<file path="config.mk">
export PLATFORM = sky130hd
export DESIGN_NAME = fft32_frame_sched
export DESIGN_NICKNAME = d
export VERILOG_FILES = /design/src/rtl/fft32_frame_sched.sv
export SDC_FILE = /design/constraint.sdc
export NUM_CORES = 1
export LEC_CHECK = 0
export ABC_AREA = 0
export CORE_UTILIZATION = 25
export CTS_CLUSTER_SIZE = 16
export DETAILED_ROUTE_END_ITERATION = 12
export GPL_TIMING_DRIVEN = 0
export MAX_ROUTING_LAYER = met4
export PLACE_DENSITY_LB_ADDON = 0.15
export SLEW_MARGIN = 25
export SYNTH_ARGS = -nofsm -noshare
export SYNTH_HDL_FRONTEND = slang
export SYNTH_SLANG_ARGS = --single-unit
</file>
<file path="constraint.sdc">
create_clock -name clk -period 3 [get_ports clk]
set_clock_uncertainty 0.15 [all_clocks]
set_input_delay 0.3 -clock clk [delete_from_list [all_inputs] [get_ports clk]]
set_output_delay 0.3 -clock clk [all_outputs]
set_load 0.1 [all_outputs]
</file>
<file path="src/rtl/fft32_frame_sched.sv">
`default_nettype none
// ============================================================================
// Module   : fft32_frame_sched
// Purpose  : Shares one FFT core between two sample sources. Whole frames are
//            granted round-robin and sent to the core as gap-free bursts of N
//            valid samples. Each launched frame's channel id goes into a tag
//            FIFO. The core's output stream is then labelled with that channel
//            and with start/end-of-frame markers.
// Ports    : clk, rst (async, active-low)
//            s0_*/s1_*       source request, sample valid, samples, ready
//            fft_x*/valid_in samples to the core (registered)
//            fft_y*/valid_out samples from the core
//            y*/y_valid/y_chan/y_sof/y_eof  labelled output (registered)
//            inflight        tag FIFO occupancy
//            err_underrun/err_orphan sticky flags, err_clr clears both
// Revision : 1.0 - initial release
// ============================================================================
module fft32_frame_sched #(
  parameter int DW        = 16,
  parameter int N         = 32,
  parameter int TAG_DEPTH = 4
) (
  input  logic                       clk,
  input  logic                       rst,
  input  logic                       s0_req,
  input  logic                       s1_req,
  input  logic                       s0_valid,
  input  logic                       s1_valid,
  input  logic [DW-1:0]              s0_xr,
  input  logic [DW-1:0]              s0_xi,
  input  logic [DW-1:0]              s1_xr,
  input  logic [DW-1:0]              s1_xi,
  output logic                       s0_ready,
  output logic                       s1_ready,
  output logic [DW-1:0]              fft_xr,
  output logic [DW-1:0]              fft_xi,
  output logic                       fft_valid_in,
  input  logic [DW-1:0]              fft_yr,
  input  logic [DW-1:0]              fft_yi,
  input  logic                       fft_valid_out,
  output logic [DW-1:0]              yr,
  output logic [DW-1:0]              yi,
  output logic                       y_valid,
  output logic                       y_chan,
  output logic                       y_sof,
  output logic                       y_eof,
  output logic [$clog2(TAG_DEPTH):0] inflight,
  output logic                       err_underrun,
  output logic                       err_orphan,
  input  logic                       err_clr
);

  localparam int            CW       = $clog2(N);
  localparam int            PW       = $clog2(TAG_DEPTH);
  localparam logic [CW-1:0] LAST_IDX = CW'(N-1);
  localparam logic [PW:0]   FULL_CNT = (PW+1)'(TAG_DEPTH);

  localparam logic [0:0] ST_IDLE  = 1'b0;
  localparam logic [0:0] ST_BURST = 1'b1;

  logic [0:0]           state_q, state_d;
  logic [CW-1:0]        in_cnt_q, in_cnt_d;
  logic                 last_q, last_d;
  logic                 gnt_ch_q, gnt_ch_d;
  logic [DW-1:0]        fft_xr_q, fft_xr_d, fft_xi_q, fft_xi_d;
  logic                 fft_valid_in_q, fft_valid_in_d;
  logic [CW-1:0]        out_cnt_q, out_cnt_d;
  logic [TAG_DEPTH-1:0] tag_q, tag_d;
  logic [PW-1:0]        wr_ptr_q, wr_ptr_d, rd_ptr_q, rd_ptr_d;
  logic [PW:0]          cnt_q, cnt_d;
  logic [DW-1:0]        yr_q, yr_d, yi_q, yi_d;
  logic                 y_valid_q, y_valid_d, y_chan_q, y_chan_d;
  logic                 y_sof_q, y_sof_d, y_eof_q, y_eof_d;
  logic                 err_underrun_q, err_underrun_d;
  logic                 err_orphan_q, err_orphan_d;

  logic decide, grant, grant_ch, in_burst, sel_valid, fifo_empty, push, pop;
  logic [DW-1:0] sel_xr, sel_xi;

  // Grant is evaluated when idle or in the final cycle of a burst, which is
  // what lets consecutive frames run back to back.
  always_comb begin
    in_burst = (state_q == ST_BURST);
    decide   = (state_q == ST_IDLE) || (in_burst && (in_cnt_q == LAST_IDX));
    grant    = decide && (s0_req || s1_req) && (cnt_q != FULL_CNT);
    // Tie goes to the channel that did not win last time.
    grant_ch = (s0_req && s1_req) ? ~last_q : s1_req;
  end

  // FSM: state register
  always_ff @(posedge clk or negedge rst) begin
    if (!rst) state_q <= ST_IDLE;
    else      state_q <= state_d;
  end

  // FSM: next state
  always_comb begin
    state_d = state_q;
    if (grant)                                 state_d = ST_BURST;
    else if (in_burst && in_cnt_q == LAST_IDX) state_d = ST_IDLE;
  end

  // FSM: outputs
  always_comb begin
    s0_ready = in_burst && !gnt_ch_q;
    s1_ready = in_burst &&  gnt_ch_q;
  end

  // Input datapath and tag FIFO
  always_comb begin
    sel_valid = gnt_ch_q ? s1_valid : s0_valid;
    sel_xr    = gnt_ch_q ? s1_xr    : s0_xr;
    sel_xi    = gnt_ch_q ? s1_xi    : s0_xi;

    in_cnt_d       = grant ? '0 : (in_burst ? in_cnt_q + 1'b1 : '0);
    last_d         = grant ? grant_ch : last_q;
    gnt_ch_d       = grant ? grant_ch : gnt_ch_q;
    fft_valid_in_d = in_burst;
    // A missing sample still occupies its slot so the burst stays contiguous.
    fft_xr_d       = (in_burst && sel_valid) ? sel_xr : '0;
    fft_xi_d       = (in_burst && sel_valid) ? sel_xi : '0;

    fifo_empty = (cnt_q == '0);
    push       = grant;
    pop        = fft_valid_out && (out_cnt_q == LAST_IDX) && !fifo_empty;
    tag_d      = tag_q;
    if (push) tag_d[wr_ptr_q] = grant_ch;
    wr_ptr_d   = push ? wr_ptr_q + 1'b1 : wr_ptr_q;
    rd_ptr_d   = pop  ? rd_ptr_q + 1'b1 : rd_ptr_q;
    cnt_d      = cnt_q + (PW+1)'(push) - (PW+1)'(pop);

    // Output labelling; out_cnt advances even on dropped orphan samples.
    out_cnt_d = fft_valid_out ? out_cnt_q + 1'b1 : out_cnt_q;
    y_valid_d = fft_valid_out && !fifo_empty;
    yr_d      = y_valid_d ? fft_yr : '0;
    yi_d      = y_valid_d ? fft_yi : '0;
    y_chan_d  = y_valid_d && tag_q[rd_ptr_q];
    y_sof_d   = y_valid_d && (out_cnt_q == '0);
    y_eof_d   = y_valid_d && (out_cnt_q == LAST_IDX);

    // An error event in the same cycle as err_clr keeps the flag set.
    err_underrun_d = (in_burst && !sel_valid) ? 1'b1 : (err_clr ? 1'b0 : err_underrun_q);
    err_orphan_d   = (fft_valid_out && fifo_empty) ? 1'b1 : (err_clr ? 1'b0 : err_orphan_q);
  end

  always_ff @(posedge clk or negedge rst) begin
    if (!rst) begin
      in_cnt_q       <= '0;
      last_q         <= 1'b1;
      gnt_ch_q       <= 1'b0;
      fft_xr_q       <= '0;
      fft_xi_q       <= '0;
      fft_valid_in_q <= 1'b0;
      out_cnt_q      <= '0;
      tag_q          <= '0;
      wr_ptr_q       <= '0;
      rd_ptr_q       <= '0;
      cnt_q          <= '0;
      yr_q           <= '0;
      yi_q           <= '0;
      y_valid_q      <= 1'b0;
      y_chan_q       <= 1'b0;
      y_sof_q        <= 1'b0;
      y_eof_q        <= 1'b0;
      err_underrun_q <= 1'b0;
      err_orphan_q   <= 1'b0;
    end else begin
      in_cnt_q       <= in_cnt_d;
      last_q         <= last_d;
      gnt_ch_q       <= gnt_ch_d;
      fft_xr_q       <= fft_xr_d;
      fft_xi_q       <= fft_xi_d;
      fft_valid_in_q <= fft_valid_in_d;
      out_cnt_q      <= out_cnt_d;
      tag_q          <= tag_d;
      wr_ptr_q       <= wr_ptr_d;
      rd_ptr_q       <= rd_ptr_d;
      cnt_q          <= cnt_d;
      yr_q           <= yr_d;
      yi_q           <= yi_d;
      y_valid_q      <= y_valid_d;
      y_chan_q       <= y_chan_d;
      y_sof_q        <= y_sof_d;
      y_eof_q        <= y_eof_d;
      err_underrun_q <= err_underrun_d;
      err_orphan_q   <= err_orphan_d;
    end
  end

  assign fft_xr       = fft_xr_q;
  assign fft_xi       = fft_xi_q;
  assign fft_valid_in = fft_valid_in_q;
  assign yr           = yr_q;
  assign yi           = yi_q;
  assign y_valid      = y_valid_q;
  assign y_chan       = y_chan_q;
  assign y_sof        = y_sof_q;
  assign y_eof        = y_eof_q;
  assign inflight     = cnt_q;
  assign err_underrun = err_underrun_q;
  assign err_orphan   = err_orphan_q;

endmodule
`default_nettype wire

</file>
==> ds_physical_params.txt <==
Characteristics after synthesis and place and route

Parameter                              Value

Synthesis
  Ys async rst share .................. 100%
  Main synth FF type .................. sky130_fd_sc_hd__dfrtp_1
  Sequential share of the synthesized area .................. 63.8%
  Cell with the most instances after synthesis .................. sky130_fd_sc_hd__dfrtp_1
  Cell area leaders .................. sky130_fd_sc_hd__dfrtp_1 (63%), sky130_fd_sc_hd__mux2i_1 (8.6%), sky130_fd_sc_hd__and2_1 (5.7%)
  Post-synth net total .................. just under 400
  Most area-hungry cell type in the Yosys netlist .................. sky130_fd_sc_hd__dfrtp_1
  Area of the mapped netlist .................. ~0.0037 mm2
  Top cell types by occurrence after synthesis .................. sky130_fd_sc_hd__dfrtp_1 (94), sky130_fd_sc_hd__nor2_1 (36), sky130_fd_sc_hd__and2_1 (34)
  Post-synthesis cell count from yosys .................. 281
  Count of cell types in the netlist .................. 30
  Number of enable-type register cells in the synthesized netlist .................. 0
  Yosys chip area .................. about 0.0037 mm2
  Largest type area fraction .................. between 60% and 70%
  Post-Synthesis Mean Instance Area .................. between 10 and 15 um2
  Total number of yosys warnings .................. 0
  Post-synthesis instance total .................. about 280
  Flip-flop and latch count after synthesis .................. 95

Clock tree
  Clock tree from TritonCTS .................. built
  Clock-pin slew on the worst setup and hold paths .................. about 0.07 ns
  # H-tree levels .................. 3
  Buffers from clock root to sink, at most .................. 2
  Sinks on the clock net .................. between 90 and 100
  Clk Tree Root Cell .................. sky130_fd_sc_hd__clkbuf_16
  Total clock buffers created by CTS .................. 9
  Clock Latency Late Sink .................. around 0.35 ns

GRT
  Global-route wire length before repair .................. 14.6 mm
  Vias in the first global route .................. approximately 2.8k
  Antenna violations before repair .................. 0
  Pin count of the biggest net entering global routing .................. roughly 56
  Remaining global-route overflow .................. 0
  GRT Util Overall .................. a little over an eighth

Floorplanning
  Core region area .................. ~0.015 mm2
  Height of the chip .................. around 120 um
  Core Rows .................. between 40 and 50
  Floorplan die width .................. 124 um
  Effective utilization at floorplan .................. 25.6%
  Boundary Pins .................. roughly 180
  Die Footprint .................. approximately 0.015 mm2

STA
  Final setup slack of the worst path .................. 0.183 ns
  Number of max-slew violations in the final report .................. 0
  Final tally of setup violations .................. 0
  Final count of hold timing violations .................. 0
  Tmin final .................. between 2 and 3 ns
  Period utilisation layout .................. roughly 94%
  Max Fclk .................. ~0.36 GHz
  Worst slew slack as a fraction of its limit .................. between 30% and 40%
  RSZ-0062 raised after global routing .................. false
  Worst Max-Slew Pin Slew .................. ~1.0 ns

Layout
  Most frequent logic cells in the routed design .................. sky130_fd_sc_hd__clkdlybuf4s50_1 (176), sky130_fd_sc_hd__dfrtp_1 (94), sky130_fd_sc_hd__nor2_1 (36), sky130_fd_sc_hd__and2_1 (34), sky130_fd_sc_hd__mux2i_1 (32)
  Fraction of final layout cells sized beyond drive strength 1 .................. a little under 9%
  Final Cell Area .................. 0.00608 mm2
  Area growth from synthesis to layout .................. 63.1%
  Leading cell type in the layout, fill and taps excluded .................. sky130_fd_sc_hd__clkdlybuf4s50_1
  Antenna cells .................. 0
  Post-layout net count .................. slightly below 600

Worst setup path
  Critical path cell sequence .................. buf_2, buf_2, nor2_1, clkdlybuf4s50_1
  Arrival time at the worst endpoint .................. approximately 2.4 ns
  Cell mode on critical path .................. sky130_fd_sc_hd__buf_2
  Critical path capture point type .................. output pin
  CP max-delay cell .................. sky130_fd_sc_hd__clkdlybuf4s50_1
  Combined buffer and inverter count along the critical path .................. 3
  Critical path required time .................. 2.55 ns
  Reg2Reg Setup Slack .................. between 0.2 and 0.3 ns
  Maximum fanout along the worst path .................. 10
  Crit path launch type .................. flip-flop
  CP peak stage delay .................. 1.14 ns
  Dominant delay contributor by cell family on the critical path .................. buffers and inverters
  Critical setup path kind .................. flip-flop to output pin

Run
  Number of maximum-capacitance violations .................. 0
  Number of logged tool warnings .................. 30

Power and ir drop
  VDD IR max .................. slightly below 600 uV
  Clock network fraction of design power .................. 15.0%
  Switching part of the total .................. ~52%
  Power per unit of standard cell area .................. 1150 mW/mm2
  Fraction of power consumed by combinational cells .................. slightly below 60%
  Static power due to leakage .................. around 2.7 nW
  Internal power .................. approximately 3.4 mW
  Switching power .................. ~3.6 mW
  Proportion of power drawn by flip-flops and latches .................. 27.2%

Place
  Detailed placement HPWL .................. between 7 and 8 mm
  Routability-driven placement congestion ratio .................. just over 0.7
  Setup Slack @ Placement .................. between 0.15 and 0.2 ns
  Placed cell area .................. about 0.0058 mm2
  Number of buffer cells added on primary ports .................. approximately 180

Route
  WL/cell .................. approximately 15 um
  DR iter-0 viols .................. between 60 and 70
  Vias .................. roughly 2.7k
  Number of vias per cell .................. approximately 4.1
  Post-route antenna net violation count .................. 0
  Number of detailed-route iterations in the first pass .................. 4
  Residual DRC .................. 0
  Total routed wirelength .................. ~10 mm

Status
  Outcome .................. completed

Hold path
  Kind of path behind the tightest hold check .................. primary input to flip-flop
-- sequential cells by signal, summed over array words and instances (netlist names), 2 cells and up --
signal and cells:
rd_ptr_q 2, out_cnt_q 5, fft_xi 16, yr 16, in_cnt_q 5, tag_q 4
fft_xr 16, inflight 3, wr_ptr_q 2, yi 16
-- cell type report --
class                           count  area (um2)
Multi-Input combinational cell    165        1260
Tap cell                          184         230
Buffer                             11        51.3
Fill cell                        1361        8460
Clock inverter                      4        32.5
Clock buffer                       11         233
Inverter                           10        37.5
Timing Repair Buffer              185        1860
Sequential cell                    95        2380
-- repair_timing --
item | CTS | global route
setup endpoints to repair | 1 | 1
pin swaps | 0 | 1
hold buffers | 1 | 0
buffers inserted | 0 | 5
resized | 1 | 0
hold endpoints to repair | 39 | 0
-- metrics by stage --
stage	util [%]	cells	hold slack (ns)	power [mW]	setup TNS, ns
after floorplan	-	281	-0.146	4.92	0
after global placement	39.5	643	0.307	5.92	-207.90
after detailed placement	39.7	644	0.0929	5.97	0
after CTS	41.6	660	0.0812	7.03	0
after global routing	41.8	665	0.0911	7.33	0
final	41.8	665	0.0859	6.96	0
-- layer usage --
metal | part of all wire (%) | global-route usage [%] | vias to the layer above
met5 | 0 | - | -
met2 | 50 | 22.2 | 101
met1 | 40 | 14.9 | 1314
li1 | - | - | 1309
met4 | 2.2 | 6.92 | 0
met3 | 7.4 | 3.25 | 13
-- power groups by stage --
stage	Sequential, mW	Combinational, mW	Clock, mW
after global placement	1.92	4.00	0
final	1.90	4.02	1.04
after floorplan	3.93	0.981	0
after detailed placement	1.93	4.03	0
after global routing	1.95	4.23	1.14
after CTS	1.91	4.04	1.09
-- path summary, 6_finish.rpt --
| kind | startpoint | cells after the start | to |
|---|---|---|---|
| max reg2reg | in_cnt_q[0] | 11 | inflight[2] |
| max in group asynchronous | rst | 3 | wr_ptr_q[0] |
| min | fft_valid_out | 2 | out_cnt_q[0] |
| min reg2reg | in_cnt_q[0] | 1 | in_cnt_q[0] |
| max | gnt_ch_q | 4 | s0_ready |
| min in group asynchronous | rst | 2 | fft_xi[0] |
-- kinds of logic after synthesis --
| family | share of synthesized area (%) |
|---|---|
| AOI/OAI and AO/OA | 1.04 |
| muxes | 12.2 |
| DFF | 63.8 |
| and+or+nand+nor | 14.0 |
| xor gates and xnor gates | 2.59 |
| adders and majority gates | 3.90 |
| buffers and inverters | 2.38 |
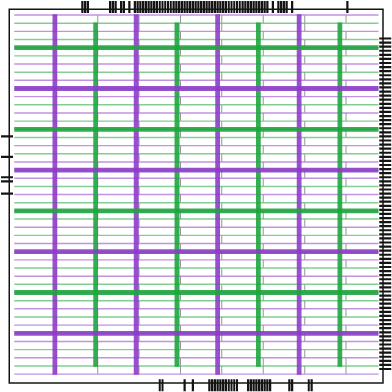
**Above:** supply network.
Scale: 3 px per um. Pins as bars on the die edge. Tap cells in grey.
legend:
  green:
    net: VDD
  purple:
    net: VSS
signal pins: 180
tap cells: 184
met5 straps: 8
rows: 44
met4 straps: 8

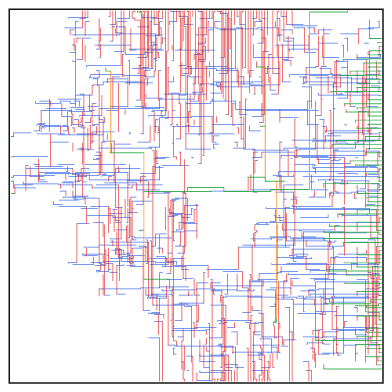
**Above:** wiring by layer.
Scale: 3 px per um.
legend:
  blue:
    layer: metal 1
    wire_length: 3920 um
  orange:
    layer: metal 4
    wire_length: 211 um
  green:
    layer: metal 3
    wire_length: 722 um
  red:
    layer: metal 2
    wire_length: 4870 um

Power figures rest on the tool's default switching activity, not on a simulated workload.
